==> run_1/power_grid.png <==
Scale bar: 20 um. Pins as bars on the die edge.
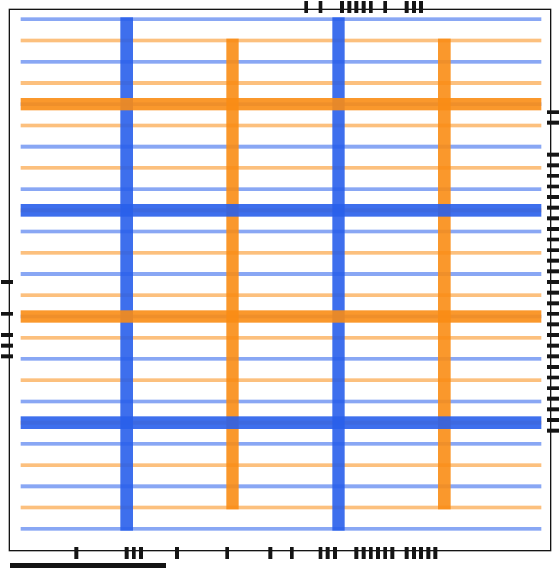
==> run_1/placement_by_type.png <==
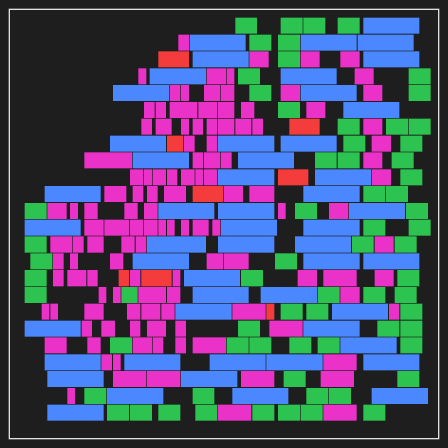
==> run_1/clk_routes.png <==
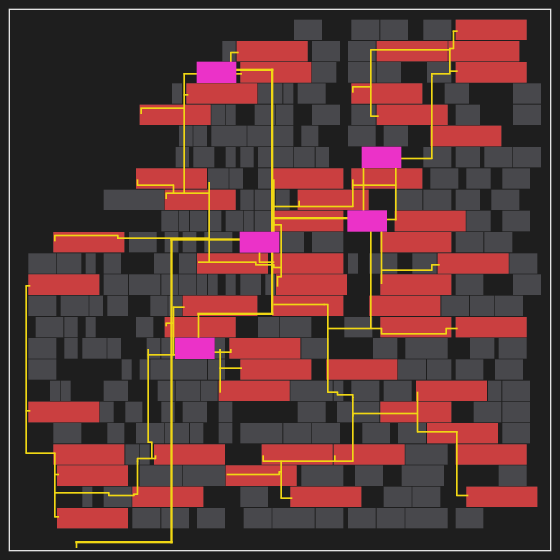
==> run_1/wires.png <==
Scale bar: 20 um.
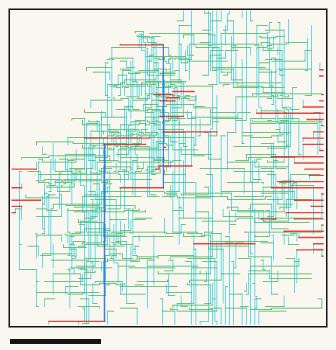
`src/rtl/min_max_pkg.sv`:
```
// Shared definitions for the min/max finder front end: FSM encodings,
// default geometry and the two-way round-robin pick.
package min_max_pkg;

  localparam int DATA_W_DEF  = 8;
  localparam int DEPTH_DEF   = 16;
  localparam int TIMEOUT_DEF = 64;

  typedef enum logic [4:0] {
    S_IDLE  = 5'b00001,
    S_FILL  = 5'b00010,
    S_START = 5'b00100,
    S_BUSY  = 5'b01000,
    S_RESP  = 5'b10000
  } state_e;

  // ptr selects the winner only when both clients request.
  function automatic logic [1:0] rr_pick(input logic [1:0] req, input logic ptr);
    logic [1:0] g;
    if (req == 2'b11) g = ptr ? 2'b10 : 2'b01;
    else              g = req;
    return g;
  endfunction

endpackage

```
`src/rtl/rr_arb2.sv`:
```
// Two-client round-robin grant. The pointer moves to the client that was not
// just served whenever a job completes or aborts.
module rr_arb2
  import min_max_pkg::*;
(
  input  logic       Clk,
  input  logic       Reset,
  input  logic [1:0] i_req,
  input  logic       i_adv,
  input  logic       i_served,
  output logic [1:0] o_gnt
);

  logic r_ptr;

  always_ff @(posedge Clk or posedge Reset) begin
    if (Reset)      r_ptr <= 1'b0;
    else if (i_adv) r_ptr <= ~i_served;
  end

  assign o_gnt = rr_pick(i_req, r_ptr);

endmodule

```
`src/rtl/min_max_arbiter.sv`:
```
// Shares one min_max_finder engine between two clients: grant, stream the
// job into the engine array, start it, and hand the result back.
module min_max_arbiter
  import min_max_pkg::*;
#(
  parameter  int DATA_W  = DATA_W_DEF,
  parameter  int DEPTH   = DEPTH_DEF,
  parameter  int TIMEOUT = TIMEOUT_DEF,
  localparam int AW      = $clog2(DEPTH),
  localparam int TW      = $clog2(TIMEOUT)
) (
  input  logic              Clk,
  input  logic              Reset,
  input  logic [1:0]        Req,
  output logic [1:0]        Gnt,
  input  logic [DATA_W-1:0] DIn,
  input  logic              DValid,
  output logic              MemWe,
  output logic [AW-1:0]     MemAddr,
  output logic [DATA_W-1:0] MemData,
  output logic              EngStart,
  input  logic              EngDone,
  input  logic [DATA_W-1:0] EngMax,
  input  logic [DATA_W-1:0] EngMin,
  output logic              RValid,
  output logic              RId,
  output logic [DATA_W-1:0] RMax,
  output logic [DATA_W-1:0] RMin,
  output logic              RErr,
  input  logic              RAck,
  output logic              Busy
);

  state_e            r_state, w_state_nx;
  logic [1:0]        r_gnt, w_gnt_nx;
  logic              r_we, w_we_nx;
  logic [AW-1:0]     r_addr, w_addr_nx;
  logic [DATA_W-1:0] r_data, w_data_nx;
  logic              r_start, w_start_nx;
  logic              r_rvalid, w_rvalid_nx;
  logic              r_rid, w_rid_nx;
  logic [DATA_W-1:0] r_rmax, w_rmax_nx;
  logic [DATA_W-1:0] r_rmin, w_rmin_nx;
  logic              r_rerr, w_rerr_nx;
  logic [AW-1:0]     r_cnt, w_cnt_nx;
  logic [TW-1:0]     r_timer, w_timer_nx;
  logic [1:0]        w_arb_gnt;
  logic              w_adv;

  rr_arb2 u_arb (
    .Clk      (Clk),
    .Reset    (Reset),
    .i_req    (Req),
    .i_adv    (w_adv),
    .i_served (r_gnt[1]),
    .o_gnt    (w_arb_gnt)
  );

  always_ff @(posedge Clk or posedge Reset) begin
    if (Reset) begin
      r_state  <= S_IDLE;
      r_gnt    <= '0;
      r_we     <= 1'b0;
      r_addr   <= '0;
      r_data   <= '0;
      r_start  <= 1'b0;
      r_rvalid <= 1'b0;
      r_rid    <= 1'b0;
      r_rmax   <= '0;
      r_rmin   <= '0;
      r_rerr   <= 1'b0;
      r_cnt    <= '0;
      r_timer  <= '0;
    end else begin
      r_state  <= w_state_nx;
      r_gnt    <= w_gnt_nx;
      r_we     <= w_we_nx;
      r_addr   <= w_addr_nx;
      r_data   <= w_data_nx;
      r_start  <= w_start_nx;
      r_rvalid <= w_rvalid_nx;
      r_rid    <= w_rid_nx;
      r_rmax   <= w_rmax_nx;
      r_rmin   <= w_rmin_nx;
      r_rerr   <= w_rerr_nx;
      r_cnt    <= w_cnt_nx;
      r_timer  <= w_timer_nx;
    end
  end

  always_comb begin
    w_state_nx  = r_state;
    w_gnt_nx    = r_gnt;
    w_we_nx     = 1'b0;
    w_addr_nx   = r_addr;
    w_data_nx   = r_data;
    w_start_nx  = 1'b0;
    w_rvalid_nx = r_rvalid;
    w_rid_nx    = r_rid;
    w_rmax_nx   = r_rmax;
    w_rmin_nx   = r_rmin;
    w_rerr_nx   = r_rerr;
    w_cnt_nx    = r_cnt;
    w_timer_nx  = r_timer;
    w_adv       = 1'b0;
    case (r_state)
      S_IDLE: begin
        if (|Req) begin
          w_gnt_nx   = w_arb_gnt;
          w_cnt_nx   = '0;
          w_state_nx = S_FILL;
        end
      end
      S_FILL: begin
        // Abort takes precedence over a beat arriving in the same cycle.
        if (!(|(Req & r_gnt))) begin
          w_gnt_nx   = '0;
          w_adv      = 1'b1;
          w_state_nx = S_IDLE;
        end else if (DValid) begin
          w_we_nx   = 1'b1;
          w_addr_nx = r_cnt;
          w_data_nx = DIn;
          w_cnt_nx  = r_cnt + 1'b1;
          if (r_cnt == AW'(DEPTH - 1)) begin
            w_start_nx = 1'b1;
            w_state_nx = S_START;
          end
        end
      end
      S_START: begin
        w_timer_nx = '0;
        w_state_nx = S_BUSY;
      end
      S_BUSY: begin
        if (EngDone) begin
          w_rmax_nx   = EngMax;
          w_rmin_nx   = EngMin;
          w_rerr_nx   = 1'b0;
          w_rvalid_nx = 1'b1;
          w_rid_nx    = r_gnt[1];
          w_state_nx  = S_RESP;
        end else if (r_timer == TW'(TIMEOUT - 1)) begin
          w_rmax_nx   = '0;
          w_rmin_nx   = '0;
          w_rerr_nx   = 1'b1;
          w_rvalid_nx = 1'b1;
          w_rid_nx    = r_gnt[1];
          w_state_nx  = S_RESP;
        end else begin
          w_timer_nx = r_timer + 1'b1;
        end
      end
      S_RESP: begin
        if (RAck) begin
          w_rvalid_nx = 1'b0;
          w_gnt_nx    = '0;
          w_adv       = 1'b1;
          w_state_nx  = S_IDLE;
        end
      end
      default: begin
        w_gnt_nx    = '0;
        w_rvalid_nx = 1'b0;
        w_state_nx  = S_IDLE;
      end
    endcase
  end

  assign Gnt      = r_gnt;
  assign MemWe    = r_we;
  assign MemAddr  = r_addr;
  assign MemData  = r_data;
  assign EngStart = r_start;
  assign RValid   = r_rvalid;
  assign RId      = r_rid;
  assign RMax     = r_rmax;
  assign RMin     = r_rmin;
  assign RErr     = r_rerr;
  assign Busy     = (r_state != S_IDLE);

endmodule

```
`config.mk`:
```
export PLATFORM = sky130hd
export DESIGN_NAME = min_max_arbiter
export DESIGN_NICKNAME = d
export VERILOG_FILES = /design/src/rtl/min_max_pkg.sv /design/src/rtl/rr_arb2.sv /design/src/rtl/min_max_arbiter.sv
export SDC_FILE = /design/constraint.sdc
export NUM_CORES = 1
export LEC_CHECK = 0
export CORE_UTILIZATION = 50
export CTS_BUF_LIST = sky130_fd_sc_hd__clkbuf_8
export CTS_CLUSTER_DIAMETER = 200
export DETAILED_ROUTE_END_ITERATION = 6
export PLACE_DENSITY = 0.87
export RECOVER_POWER = 25
export SLEW_MARGIN = 20
export SYNTH_ARGS = -nofsm -noshare
export SYNTH_HDL_FRONTEND = slang
export SYNTH_SLANG_ARGS = --single-unit
```
`constraint.sdc`:
```
create_clock -name Clk -period 4.11 [get_ports Clk]
set_clock_uncertainty 0.1 [all_clocks]
set_input_delay 1.0275 -clock Clk [delete_from_list [all_inputs] [get_ports Clk]]
set_output_delay 1.0275 -clock Clk [all_outputs]
set_load 0.01 [all_outputs]
```
==> results.json, run 1 <==
{
  "status": "finished with violations",
  "failed_checks": "max-capacitance violations, max-slew violations",
  "warnings": 26,
  "insertion_delay_ps": 300,
  "cp-startpoint": "r_state[1]$_DFFE_PP0P_",
  "design.portCount": 67,
  "r2r_setup_slack_ps": 1950,
  "drt_iter0_markers": 90,
  "syn_to_final_growth_pct": 33.09,
  "dpl_cell_area_sq_um": 2920,
  "fa_ha_area_frac": 0.01109,
  "period_minus_slack_ps": 2966,
  "fmax_mhz": 337.2,
  "fin_util": 0.6899,
  "synthAoiAreaFrac": 0.1552,
  "ant_nets": 0,
  "ys_cells": 181,
  "synthCells": 181,
  "core_area_sq_um": 4354,
  "layout_setup_ws_ps": 1144,
  "cts_tree": "yes",
  "fin_area_sq_um": 3004,
  "synth_nets": 214,
  "grt_pass1_vias": 1638,
  "crit_arrival_ps": 1840,
  "synth_top_area_share": 0.5543,
  "rows": 24,
  "setup-violations-final": 0,
  "synth-seq-cells": 51,
  "r2r_end": "RMin[4]$_DFFE_PP0P_",
  "synth_seq_share": 0.5660,
  "rr_worst_depth": 4,
  "grt_overflow_total": 0,
  "post_cts_buffers": 0,
  "grt_pass1_wl_mm": 8.128,
  "fp.dieH_um": 69.19,
  "topCellsByArea": "dfrtp_1 (55%), mux2_4 (7.3%), a22o_1 (6.6%), buf_6 (2.0%), nand3_1 (1.8%)",
  "r2r_start": "r_state[1]$_DFFE_PP0P_",
  "wire_per_inst_um": 15.97,
  "swShare": 0.2934,
  "critPathMaxFanout": 9,
  "worst-setup-path-type": "flop to primary output",
  "leakagePower_nw": 1.343,
  "fin_crit_sh": 0.7216,
  "yosysTopAreaCell": "dfrtp_1",
  "mappedNetlistArea_sq_um": 2257,
  "synthDistinctLibCells": 47,
  "cts_buffers": 5,
  "clock-sinks": 51,
  "cts_hold_buf": 0,
  "max_cap_violations": 1,
  "drv_slew": 52,
  "remaining_drc_errors": 0,
  "post_drt_via_cell_ratio": 5.800,
  "regArea_sq_um": 1277,
  "combPwrFrac": 0.300,
  "simple_gate_share": 0.1353,
  "crit_path_start_kind": "flop",
  "end_kind": "primary output",
  "cts_buffer_depth": 2,
  "worstMarginPinSlew_ps": 2145,
  "post_cts_resized": 0,
  "drive_gt1_frac": 0.1169,
  "antennaDiodeCount": 0,
  "dpl.hpwl_mm": 3.382,
  "grt_max_degree": 52,
  "logic_area_sq_um": 873.3,
  "critPathRequiredTime_ps": 2980,
  "post-place-ws_ps": 1372,
  "tns_ps": 0,
  "root_buffer": "clkbuf_8",
  "hp-class": "flop to flop",
  "chip_area_sq_um": 4787,
  "synth_xor_xnor_area_share": 0.003880,
  "gp_congestion": 0.8310,
  "yosysWarnings": 0,
  "layout.nets": 280,
  "rsz0062_at_grt": "false",
  "synthMuxAreaShare": 0.08259,
  "firstDrtPassIters": 4,
  "port_buffers": 66,
  "slew_headroom": -0.4376,
  "cellPowerDensity_nw_per_um2": 440.6,
  "fillers": 318,
  "power_frac_clock": 0.210,
  "hold_violations": 0,
  "ys_chip_area_sq_um": 2257,
  "topCombFamilyByArea": "AND-OR/OR-AND gates",
  "cts_max_level": 2,
  "vias": 1740,
  "die_w_um": 69.19,
  "ir_worst_vdd_v": 0.0003226,
  "intPower_uw": 935.2,
  "fp_util": 0.5184,
  "crit_end": "Busy",
  "p_seq_frac": 0.490,
  "synth.avg_cell_area_sq_um": 12.47,
  "clk_pin_slew_ps": 80,
  "power.switching_uw": 388.2,
  "antenna_found_initial": 0
}
## Picture notes: power_grid.png
[VSS] blue
[VDD] orange
met4 straps: 4
met1 rails: 25

## Picture notes: placement_by_type.png
[flops] blue | cells: 51
[clock drivers and dummy loads] red | cells: 8
[combinational and other logic] magenta | cells: 122
[other buffers and delay cells] green | cells: 67

## Picture notes: clk_routes.png
[clock wires] yellow | length: 559 um
[flip-flops] red | count: 51
[clock drivers] magenta | count: 5
flops lie: all over the die

## Picture notes: wires.png
[metal 1] green | wire length: 2210 um
[metal 3] red | wire length: 255 um
[metal 2] cyan | wire length: 2250 um
[metal 4] blue | wire length: 70.0 um
routed wire length: 4.790 mm
GRT Overall Usage: 0.2144

==> run 1: cells in the mapped netlist, drive strengths merged <==
cell and count:
dfrtp 50, buf 8, nand4b 1, ha 2, o21ai 11, nand4bb 1
nand2 6, mux2i 1, nand3 9, and2 4, or2 1, o2bb2ai 1
a22o 17, nand3b 1, a41oi 1, and3 2, o31ai 3, nor3 2
a2bb2oi 2, inv 9, or4 3, nor3b 1, o211ai 1, nand4 5
a21oi 7, a31o 2, nor2 7, mux2 12, dfstp 1, nor4 1
o22ai 1, a32o 1, and4 1, a31oi 2, xnor2 1, nor2b 3
==> run 1: power by group through the flow <==
stage          combinational, mW  clock [mW]  sequential, mW
2_1_floorplan              0.213           0           0.657
3_3_place_gp               0.391           0           0.652
3_5_place_dp               0.401           0           0.654
4_1_cts                    0.402       0.285           0.647
5_1_grt                    0.429       0.309           0.660
6_report                   0.398       0.278           0.648
==> run 1: sequential cells by signal (all words and copies together) (netlist names) <==
register     count
u_arb.r_ptr      1
MemAddr          4
r_cnt            4
RId              1
RErr             1
Gnt              2
RMax             8
RMin             8
r_state          5
r_timer          6
MemData          8
EngStart         1
RValid           1
MemWe            1
==> run 1: final cells by class <==
type | instances | share of cell area
flip-flops and latches | 51 | 0.4252
repair buffers | 67 | 0.2224
clock buffers | 5 | 0.02291
well taps | 52 | 0.02166
clock inverters | 3 | 0.005414
multi-input cells | 113 | 0.2907
inverters | 9 | 0.01166
==> run 1: worst min path at each step <==
stage                            from                     end  slack, ps  cells after the start
3_5_place_dp   MemAddr[2]$_DFFE_PP0P_  MemAddr[2]$_DFFE_PP0P_        390                      2
5_1_grt           RMax[4]$_DFFE_PP0P_     RMax[4]$_DFFE_PP0P_        420                      1
6_report       MemAddr[2]$_DFFE_PP0P_  MemAddr[2]$_DFFE_PP0P_        400                      2
2_1_floorplan  r_timer[0]$_DFFE_PP0P_  r_timer[0]$_DFFE_PP0P_        390                      1
4_1_cts        MemAddr[2]$_DFFE_PP0P_  MemAddr[2]$_DFFE_PP0P_        420                      2
3_3_place_gp      RMax[0]$_DFFE_PP0P_     RMax[0]$_DFFE_PP0P_        390                      1
==> run 1: per-stage QoR <==
stage	cells	hold WS [ps]	power, mW
after global placement	292	387.0	1.043
after detailed placement	292	393.3	1.055
final	300	404.8	1.323
after global routing	300	422.1	1.397
after floorplan	181	387.4	0.8705
after CTS	300	415.2	1.333
==> run 1: metal layers <==
metal,track usage,wire length (um)
met4,0.08844,70
met3,0.03488,254
met1,0.3117,2210
met2,0.3215,2254
met5,0,0
==> run 1: layout by cell type (no fill, tap or decap), types with 2 or more instances in the layout <==
cell type	n
a22o_1	17
o21ai_0	5
and2_1	3
o21ai_1	6
o31ai_1	3
clkdlybuf4s50_1	65
dfrtp_1	50
inv_1	8
or4_1	3
a2bb2oi_1	2
nand4_1	5
mux2_4	11
nor2b_1	3
a21oi_1	7
nand2_1	5
nand3_1	8
clkbuf_8	5
ha_1	2
nor2_1	7
a31oi_1	2
==> run 1: worst max-delay path, stage by stage (launching register included) <==
cell	delay, ps
dfrtp_1	490
nor3_2	390
nand2_1	160
clkdlybuf4s50_1	500
==> run_1/congestion.png <==
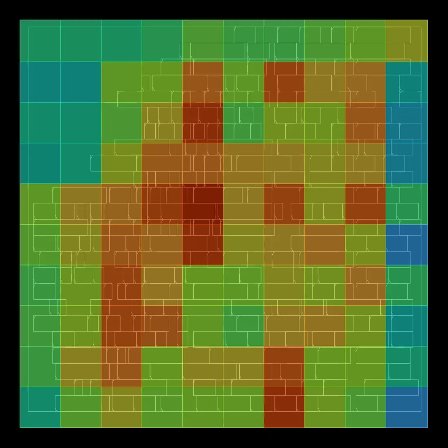

--- run 2 (diff from run 1) ---
--- a/config.mk
+++ b/config.mk
@@ -5,11 +5,11 @@
 export SDC_FILE = /design/constraint.sdc
 export NUM_CORES = 1
 export LEC_CHECK = 0
-export CORE_UTILIZATION = 50
+export CORE_UTILIZATION = 49
 export CTS_BUF_LIST = sky130_fd_sc_hd__clkbuf_8
 export CTS_CLUSTER_DIAMETER = 200
 export DETAILED_ROUTE_END_ITERATION = 6
-export PLACE_DENSITY = 0.87
+export PLACE_DENSITY = 0.86
 export RECOVER_POWER = 25
 export SLEW_MARGIN = 20
 export SYNTH_ARGS = -nofsm -noshare
==> constraint.sdc (replaced) <==
create_clock -name Clk -period 2.8 [get_ports Clk]
set_clock_uncertainty 0.1 [all_clocks]
set_input_delay 0.7 -clock Clk [delete_from_list [all_inputs] [get_ports Clk]]
set_output_delay 0.7 -clock Clk [all_outputs]
set_load 0.01 [all_outputs]
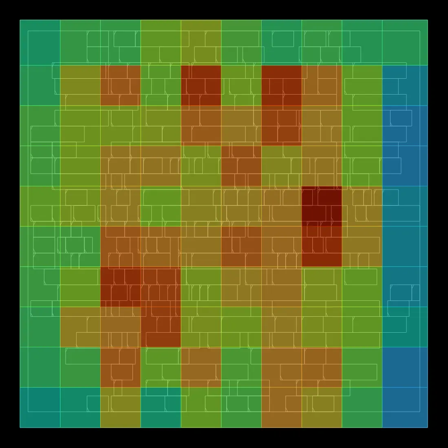
(run_2/congestion.png)
Wirelength per Cell: 15.50 um
M3 GR Usage: 0.04185
met2 Use GR: 0.3216

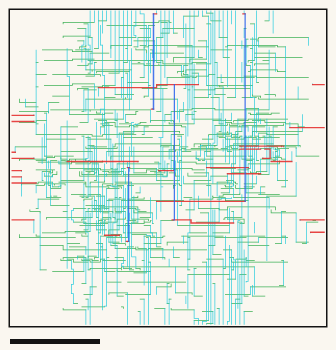
(run_2/wires.png)
Scale bar: 20 um.
[metal 1] green | wire length: 2080 um
[metal 3] red | wire length: 168 um
[metal 4] blue | wire length: 109 um
[metal 2] cyan | wire length: 2320 um

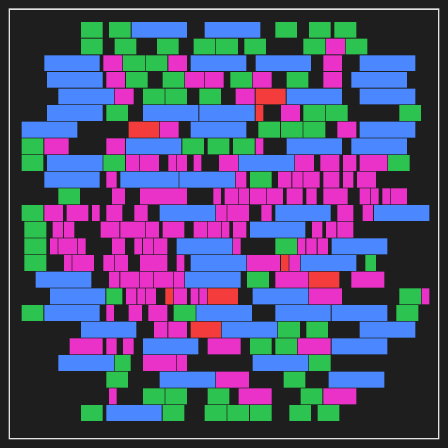
(run_2/placement_by_type.png)
utilization after layout: 0.6872
Final Instance Area: 3013 sq um
fraction of area in registers: 0.4240
core area: 4384 sq um

==> results.json, run 2 <==
{
  "status": "finished clean",
  "power.switching_uw": 539.2,
  "rr_worst_depth": 4,
  "leakagePower_nw": 1.365,
  "insertion_delay_ps": 290,
  "cp_top_family": "simple AND/OR/NAND/NOR gates",
  "grt_overflow_total": 0,
  "period_minus_slack_ps": 2631,
  "grt_max_degree": 31,
  "ys_cells": 181,
  "cts_tree": "yes",
  "slew_headroom": 0.4437,
  "tns_ps": 0,
  "ff_type": "dfrtp_1",
  "fp_util": 0.5148,
  "fin_crit_sh": 0.9395,
  "cellPowerDensity_nw_per_um2": 633.5,
  "p_seq_frac": 0.495,
  "r2r_setup_slack_ps": 880,
  "swShare": 0.2825,
  "synthDistinctLibCells": 47,
  "cp.buffers_inverters": 1,
  "synth_nets": 214,
  "r2r_start": "r_timer[0]$_DFFE_PP0P_",
  "cts_max_level": 2,
  "clk_pin_slew_ps": 80,
  "ir_worst_vdd_v": 0.0003997,
  "clock-sinks": 51,
  "synth.avg_cell_area_sq_um": 12.47,
  "topCellsByArea": "dfrtp_1 (55%), mux2_4 (7.3%), a22o_1 (6.6%), buf_6 (2.0%), nand3_1 (1.8%)",
  "post_cts_resized": 0,
  "setup-violations-final": 0,
  "yosysWarnings": 0,
  "drv_slew": 0,
  "r2r_end": "RId$_DFFE_PP0P_",
  "drive_gt1_frac": 0.1160,
  "slowest_delay_ps": 500,
  "root_buffer": "clkbuf_8",
  "syn_to_final_growth_pct": 33.48,
  "crit_end": "Busy",
  "grt_pass1_vias": 1648,
  "post_drt_via_cell_ratio": 5.573,
  "post-place-ws_ps": 411.2,
  "layout.nets": 282,
  "max_cap_violations": 0,
  "antenna_found_initial": 0,
  "combPwrFrac": 0.305,
  "post_cts_buffers": 0,
  "end_kind": "primary output",
  "dpl.hpwl_mm": 3.415,
  "most_common_cell": "dfrtp_1",
  "drt_wl_total_mm": 4.680,
  "worstMarginPinSlew_ps": 833.5,
  "cts_buffer_depth": 2,
  "critPathMaxFanout": 9,
  "edf_count": 0,
  "cts_buffers": 5,
  "final_common_cell": "clkdlybuf4s50_1",
  "yosysTopAreaCell": "dfrtp_1",
  "cts_hold_buf": 0,
  "ys_chip_area_sq_um": 2257,
  "synth_seq_share": 0.5660,
  "hp-class": "flop to flop",
  "cp-startpoint": "r_state[1]$_DFFE_PP0P_",
  "rsz0062_at_grt": "false",
  "antennaDiodeCount": 0,
  "hold_violations": 0,
  "vias": 1683,
  "fp.dieH_um": 69.87,
  "synth-seq-cells": 51,
  "drt_iter0_markers": 202,
  "lay_top_cells": "clkdlybuf4s50_1 (65), dfrtp_1 (50), a22o_1 (17)",
  "dpl_cell_area_sq_um": 2948,
  "port_buffers": 66,
  "crit_cells": 3,
  "worst-setup-path-type": "flop to primary output",
  "synthArstFlopShare": 1.000
}
==> run 2: routing by layer <==
metal  vias to the layer above  track usage  wire length (um)
li1                        805            -                 -
met5                         -            0                 0
met2                        41       0.3216              2323
met1                       829       0.2958              2080
met4                         0      0.09778               108
met3                         8      0.04185               168
==> run 2: layout make-up <==
type                       count  area, sq um
tap                           52        65.06
timing repair buffer          69        680.7
clock buffer                   5        68.82
multi-input combinational    113        875.8
clock inverter                 3        11.26
sequential                    51         1277
inverter                       9        33.78
fill                         319         1371
==> run 2: power by group through the flow <==
stage	combinational, mW	clock [mW]	sequential (mW)
2_1_floorplan	0.313	0	0.965
3_3_place_gp	0.576	0	0.955
3_5_place_dp	0.589	0	0.954
4_1_cts	0.591	0.393	0.944
5_1_grt	0.635	0.428	0.962
6_report	0.583	0.380	0.945
==> run 2: worst min-delay path by stage <==
| stage | from | cells after the start | endpoint |
|---|---|---|---|
| 5_1_grt | RMin[7]$_DFFE_PP0P_ | 1 | RMin[7]$_DFFE_PP0P_ |
| 4_1_cts | RMax[5]$_DFFE_PP0P_ | 1 | RMax[5]$_DFFE_PP0P_ |
| 3_3_place_gp | RMax[1]$_DFFE_PP0P_ | 1 | RMax[1]$_DFFE_PP0P_ |
| 6_report | RMax[0]$_DFFE_PP0P_ | 1 | RMax[0]$_DFFE_PP0P_ |
| 3_5_place_dp | RMin[3]$_DFFE_PP0P_ | 1 | RMin[3]$_DFFE_PP0P_ |
| 2_1_floorplan | r_timer[0]$_DFFE_PP0P_ | 1 | r_timer[0]$_DFFE_PP0P_ |
==> run 2: logic make-up (layout without fill, tap and decap cells) <==
logic type,Yosys count,after routing,synth area share
AOI/OAI and AO/OA,49,49,0.1552
muxes,13,13,0.08259
adders and majority gates,2,2,0.01108
and+or+nand+nor,48,48,0.1353
xor gates and xnor gates,1,1,0.003881
DFF,51,51,0.5660
buffers and inverters,17,86,0.04600
==> run 2: worst register-to-register path, cell delays in order (launching register included) <==
cell and delay, ps:
dfrtp_1 440, ha_1 300, a31o_2 280, nand2_2 300, mux2_2 380
==> run 2: metrics by stage <==
step	instances	utilization	total power, mW	hold slack [ps]
after floorplan	181	-	1.278	387.4
after global placement	294	0.6724	1.531	388.5
after detailed placement	294	0.6724	1.543	391.0
after CTS	302	0.6906	1.928	415.2
after global routing	302	0.6872	2.025	422.8
final	302	0.6872	1.909	409.4
No activity file was given, so power comes from the tool's default toggle rates.
